**src/rtl/rv32im_mem_arb_pkg.sv**
```systemverilog
`default_nettype none
// ============================================================================
// rv32im_mem_arb_pkg: widths and encodings shared by the memory arbiter. Rev 1.0
// ============================================================================
package rv32im_mem_arb_pkg;

  localparam int API_DATA_WIDTH = 32;
  localparam int TO_CNT_W       = 8;
  localparam int STARVE_CNT_W   = 4;

  typedef enum logic [1:0] {
    MEM_ARB_ST_IDLE  = 2'd0,
    MEM_ARB_ST_ISSUE = 2'd1,
    MEM_ARB_ST_WAIT  = 2'd2
  } arb_state_t;

  typedef enum logic {
    MEM_ARB_OWNER_IFU = 1'b0,
    MEM_ARB_OWNER_LSU = 1'b1
  } arb_owner_t;

endpackage
`default_nettype wire

```
**src/rtl/rv32im_mem_arb_prio.sv**
```systemverilog
`default_nettype none
// ============================================================================
// rv32im_mem_arb_prio: LSU-first grant with IFU anti-starvation counter. Rev 1.0
// ============================================================================
module rv32im_mem_arb_prio
  import rv32im_mem_arb_pkg::*;
#(
  parameter int STARVE_LIMIT = 4
) (
  input  logic       clk,
  input  logic       rst_n,
  input  logic       idle,
  input  logic       ifu_req,
  input  logic       lsu_req,
  output logic       grant,
  output arb_owner_t grant_owner
);

  logic [STARVE_CNT_W-1:0] starve_cnt;
  logic                    starved;

  always_comb begin
    starved     = (starve_cnt == STARVE_CNT_W'(STARVE_LIMIT));
    grant       = idle && (ifu_req || lsu_req);
    grant_owner = (lsu_req && !(ifu_req && starved)) ? MEM_ARB_OWNER_LSU
                                                     : MEM_ARB_OWNER_IFU;
  end

  // An LSU win with IFU waiting only happens below the limit, so the count saturates.
  always_ff @(posedge clk or negedge rst_n) begin
    if (!rst_n) begin
      starve_cnt <= '0;
    end else if (idle) begin
      if (!ifu_req || grant_owner == MEM_ARB_OWNER_IFU) begin
        starve_cnt <= '0;
      end else begin
        starve_cnt <= starve_cnt + 1'b1;
      end
    end
  end

endmodule
`default_nettype wire

```
**src/rtl/rv32im_mem_arb.sv**
```systemverilog
`default_nettype none
// ============================================================================
// rv32im_mem_arb: shares one memory port between IFU and LSU, one access at a time. Rev 1.0
// ============================================================================
module rv32im_mem_arb
  import rv32im_mem_arb_pkg::*;
#(
  parameter int STARVE_LIMIT   = 4,
  parameter int TIMEOUT_CYCLES = 255
) (
  input  logic                      clk_i,
  input  logic                      rst_n_i,
  input  logic                      ifu_req_i,
  input  logic [API_DATA_WIDTH-1:0] ifu_addr_i,
  output logic                      ifu_rvalid_o,
  output logic [API_DATA_WIDTH-1:0] ifu_rdata_o,
  output logic                      ifu_err_o,
  input  logic                      lsu_req_i,
  input  logic                      lsu_we_i,
  input  logic [API_DATA_WIDTH-1:0] lsu_addr_i,
  input  logic [API_DATA_WIDTH-1:0] lsu_wdata_i,
  input  logic [3:0]                lsu_wr_mask_i,
  output logic                      lsu_rvalid_o,
  output logic [API_DATA_WIDTH-1:0] lsu_rdata_o,
  output logic                      lsu_err_o,
  output logic                      mem_req_o,
  output logic                      mem_we_o,
  output logic [API_DATA_WIDTH-1:0] mem_addr_o,
  output logic [API_DATA_WIDTH-1:0] mem_wdata_o,
  output logic [3:0]                mem_wr_mask_o,
  input  logic [API_DATA_WIDTH-1:0] mem_rdata_i,
  input  logic                      mem_rvalid_i,
  output logic                      busy_o
);

  arb_state_t          state, state_next;
  arb_owner_t          owner, grant_owner;
  logic                grant, idle, resp, timeout;
  logic [TO_CNT_W-1:0] to_cnt;
  logic                unused_ifu_lsb;

  assign unused_ifu_lsb = ^ifu_addr_i[1:0];
  assign idle           = (state == MEM_ARB_ST_IDLE);

  rv32im_mem_arb_prio #(
    .STARVE_LIMIT(STARVE_LIMIT)
  ) u_prio (
    .clk        (clk_i),
    .rst_n      (rst_n_i),
    .idle       (idle),
    .ifu_req    (ifu_req_i),
    .lsu_req    (lsu_req_i),
    .grant      (grant),
    .grant_owner(grant_owner)
  );

  always_ff @(posedge clk_i or negedge rst_n_i) begin
    if (!rst_n_i) begin
      state <= MEM_ARB_ST_IDLE;
    end else begin
      state <= state_next;
    end
  end

  always_comb begin
    state_next = state;
    mem_req_o  = 1'b0;
    busy_o     = 1'b0;
    resp       = 1'b0;
    timeout    = 1'b0;
    case (state)
      MEM_ARB_ST_IDLE: begin
        if (grant) state_next = MEM_ARB_ST_ISSUE;
      end
      MEM_ARB_ST_ISSUE: begin
        mem_req_o  = 1'b1;
        busy_o     = 1'b1;
        state_next = MEM_ARB_ST_WAIT;
      end
      MEM_ARB_ST_WAIT: begin
        busy_o  = 1'b1;
        resp    = mem_rvalid_i;
        timeout = !mem_rvalid_i && (to_cnt == TO_CNT_W'(TIMEOUT_CYCLES));
        if (resp || timeout) state_next = MEM_ARB_ST_IDLE;
      end
      default: state_next = MEM_ARB_ST_IDLE;
    endcase
  end

  always_ff @(posedge clk_i or negedge rst_n_i) begin
    if (!rst_n_i) begin
      owner         <= MEM_ARB_OWNER_IFU;
      mem_we_o      <= 1'b0;
      mem_addr_o    <= '0;
      mem_wdata_o   <= '0;
      mem_wr_mask_o <= '0;
      to_cnt        <= '0;
    end else begin
      if (grant) begin
        owner <= grant_owner;
        if (grant_owner == MEM_ARB_OWNER_LSU) begin
          mem_we_o      <= lsu_we_i;
          mem_addr_o    <= lsu_addr_i;
          mem_wdata_o   <= lsu_wdata_i;
          mem_wr_mask_o <= lsu_we_i ? lsu_wr_mask_i : 4'b0000;
        end else begin
          mem_we_o      <= 1'b0;
          mem_addr_o    <= {ifu_addr_i[API_DATA_WIDTH-1:2], 2'b00};
          mem_wdata_o   <= '0;
          mem_wr_mask_o <= 4'b0000;
        end
      end
      if (state == MEM_ARB_ST_ISSUE) begin
        to_cnt <= '0;
      end else if (state == MEM_ARB_ST_WAIT && !resp && !timeout) begin
        to_cnt <= to_cnt + 1'b1;
      end
    end
  end

  // Response strobes exist only in WAIT; the non-owner side stays quiet.
  always_comb begin
    ifu_rvalid_o = (resp || timeout) && (owner == MEM_ARB_OWNER_IFU);
    lsu_rvalid_o = (resp || timeout) && (owner == MEM_ARB_OWNER_LSU);
    ifu_err_o    = timeout && (owner == MEM_ARB_OWNER_IFU);
    lsu_err_o    = timeout && (owner == MEM_ARB_OWNER_LSU);
    ifu_rdata_o  = (resp && owner == MEM_ARB_OWNER_IFU) ? mem_rdata_i : '0;
    lsu_rdata_o  = (resp && owner == MEM_ARB_OWNER_LSU && !mem_we_o) ? mem_rdata_i : '0;
  end

endmodule
`default_nettype wire

```
**config.mk**
```make
export PLATFORM = sky130hd
export DESIGN_NAME = rv32im_mem_arb
export DESIGN_NICKNAME = d
export VERILOG_FILES = /design/src/rtl/rv32im_mem_arb_pkg.sv /design/src/rtl/rv32im_mem_arb_prio.sv /design/src/rtl/rv32im_mem_arb.sv
export SDC_FILE = /design/constraint.sdc
export NUM_CORES = 1
export LEC_CHECK = 0
export CAP_MARGIN = 20
export CELL_PAD_IN_SITES_DETAIL_PLACEMENT = 1
export CELL_PAD_IN_SITES_GLOBAL_PLACEMENT = 2
export CORE_MARGIN = 2
export CORE_UTILIZATION = 21
export CTS_CLUSTER_DIAMETER = 200
export CTS_CLUSTER_SIZE = 10
export DETAILED_ROUTE_END_ITERATION = 10
export PLACE_DENSITY_LB_ADDON = 0.1
export SYNTH_ARGS = -nofsm -noshare
export SYNTH_HDL_FRONTEND = slang
export SYNTH_SLANG_ARGS = --single-unit
```
**constraint.sdc**
```tcl
create_clock -name clk_i -period 3.7 [get_ports clk_i]
set_clock_uncertainty 0.15 [all_clocks]
set_input_delay 0.925 -clock clk_i [delete_from_list [all_inputs] [get_ports clk_i]]
set_output_delay 0.925 -clock clk_i [all_outputs]
set_load 0.02 [all_outputs]
```
==> out/qor.json <==
{
  "final_layout": {
    "seqAreaFraction": 0.2858,
    "clockBufferCount": 11,
    "final-seq-area_um2": 2102,
    "final_area_um2": 7355,
    "design.final.nets": 794,
    "biggest_area_class": "non-clock buffers",
    "utilization": 0.3906,
    "layout-drive-gt1-share": 0.05802,
    "stdcell_count": 915,
    "clock_tree_area_fraction": 0.04117,
    "num-fill-cells": 2112,
    "layout.sequential_cells": 84,
    "layout.cells.most_common_list": "clkdlybuf4s50_1 (208), dfrtp_1 (84), and2_1 (66), dlygate4sd2_1 (59)",
    "area.combinational_um2": 1817,
    "top_regs": "mem_addr_o (32), mem_wdata_o (32), to_cnt (8)",
    "area_delta_synth_final_pct": 80.81,
    "diodes": 0,
    "n_multi_input_combinational_cell": 265
  },
  "place": {
    "dpl_cell_area_um2": 7113,
    "dp.cells": 899,
    "finalWeightedCongestion": 0.7321,
    "numPortBuffers": 274,
    "post-place-ws_ns": -0.1077
  },
  "flow_run": {
    "drv.max_cap_violation_count": 0
  },
  "logic_synthesis": {
    "synthAoiAreaFrac": 0.1529,
    "adder_share": 0.01846,
    "mappedNetlistArea_um2": 4068,
    "largest_area_cell": "dfrtp_1",
    "ys_ff": 84,
    "synth_chip_area_um2": 4068,
    "yosys-top-cells-area": "dfrtp_1 (52%), and2_1 (10%), mux2i_1 (7.6%)",
    "synth-edff-count": 0,
    "yosys-mux-area-fraction": 0.07905,
    "ys.flop_type": "dfrtp_1",
    "synth_dominant_cell_count": "dfrtp_1",
    "ys_seq_share": 0.5168,
    "synth_async_sr_flop_share": 1.000,
    "synthTopCellsByCount": "dfrtp_1 (84), and2_1 (66), a22o_1 (35), nand2_1 (35), o21ai_0 (32)",
    "logic_family": "simple AND/OR/NAND/NOR gates",
    "cell_count_listed_in_synth_stat_txt": 381,
    "yosys_warnings": 0,
    "synth_top_area_share": 0.5168,
    "synth_area_per_cell_um2": 10.68
  },
  "worst_setup_path": {
    "critical-path-top-delay-family": "simple AND/OR/NAND/NOR gates",
    "worstSetupEndpoint": "ifu_rvalid_o",
    "r2r_slack_ns": 1.26,
    "critPathLaunchType": "register",
    "end_kind": "primary output",
    "worst-path-buf-inv": 1,
    "crit_arrival_ns": 2.44,
    "rr_startpoint": "state[0]",
    "timing.critical_path.cells": "ha_1 -> nand3_1 -> or2_1 -> and2_1 -> nor2_1 -> clkdlybuf4s50_1",
    "delay_of_the_slowest_critical_path_stage_ns": 0.63,
    "path_class": "register to primary output",
    "crit_required_ns": 2.62
  },
  "detailed_routing": {
    "drt_first_iter_violations": 121,
    "met2_wirelength_um": 7578,
    "wl_per_cell_um": 16.62,
    "wl_met1_um": 5786,
    "post_drt_via_cell_ratio": 4.264,
    "finalWirelength_um": 15210,
    "post-route-drc-count": 0,
    "route.met3.wl_um": 1637,
    "num_vias": 3902,
    "routed.top_layer": "met4"
  },
  "hold_path": {
    "hold_path_class": "register to register",
    "hp-start": "mem_addr_o[9]",
    "worst_hold_path.endpoint": "mem_addr_o[9]",
    "min_delay_path_depth": 2
  },
  "floorplan": {
    "ios": 277,
    "core_area_um2": 18830,
    "floorplan.die_area_um2": 20500,
    "placementRows": 50,
    "nWellTaps": 260
  },
  "sta": {
    "max_clock_freq_ghz": 0.2844,
    "final-setup-viol-count": 0,
    "rsz0062_at_grt": "no",
    "hold-worst-slack_ns": 0.3267,
    "final.period_utilization": 0.9503,
    "fin_tns_setup_ns": 0,
    "timing.final.crit_period_ns": 3.516,
    "worst_pin_slew_ns": 1.032
  },
  "pwr": {
    "finalPower_uw": 4809,
    "p_comb_uw": 2400,
    "clock_power_share": 0.190,
    "seq_power_share": 0.312,
    "total_switching_power_uw": 1840,
    "p_leak_uw": 0.003510,
    "power.group.top": "combinational cells",
    "peakVddDrop_mv": 0.2063,
    "power_density_nw_per_um2": 653.9,
    "p_seq_uw": 1500,
    "internal-power_uw": 2969,
    "sw_frac_of_total": 0.3826
  },
  "global_route": {
    "track_usage": 0.1490,
    "most_crowded_layer_after_global_routing": "met2",
    "grt_first_pass_wirelength_um": 23470,
    "globalRouteMet1Util": 0.1710,
    "globalRoute.totalOverflow": 0,
    "grtUsageMet3": 0.05500,
    "number_of_antenna_violations_at_the_first_check_in_global_routing": 0
  },
  "clock_tree": {
    "clock_sink_count": 84,
    "ctsResizeCount": 59,
    "cts_hold_buffers_added": 0,
    "post-cts-setup-buffer-count": 0,
    "h_tree_level_count": 3,
    "cts_buffers": 9,
    "worst_setup_hold_path_clk_slew_ns": 0.06
  },
  "run_status": {
    "status": "complete, no violations"
  }
}
==> images/met1.png <==
Scale: 2 px per um. Supply wires on this layer in grey.
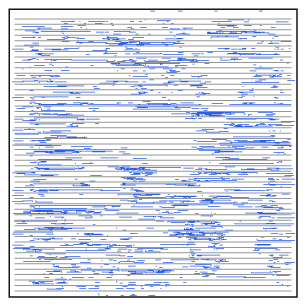
- main direction: horizontal
- wire length on this layer: 5,790 um
- share of all routed wire: 38%
- nets with wire on the layer: 669
- longest straight run: 43.2 um

==> images/met2.png <==
Scale: 2 px per um.
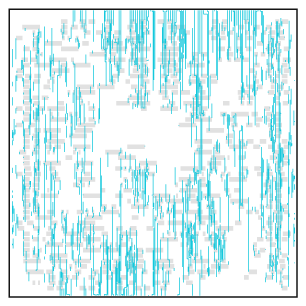
- longest straight run: 70.7 um
- share of all routed wire: 50%
- wire length on this layer: 7,580 um
- main direction: vertical

Power is estimated from default activity; no workload was simulated.
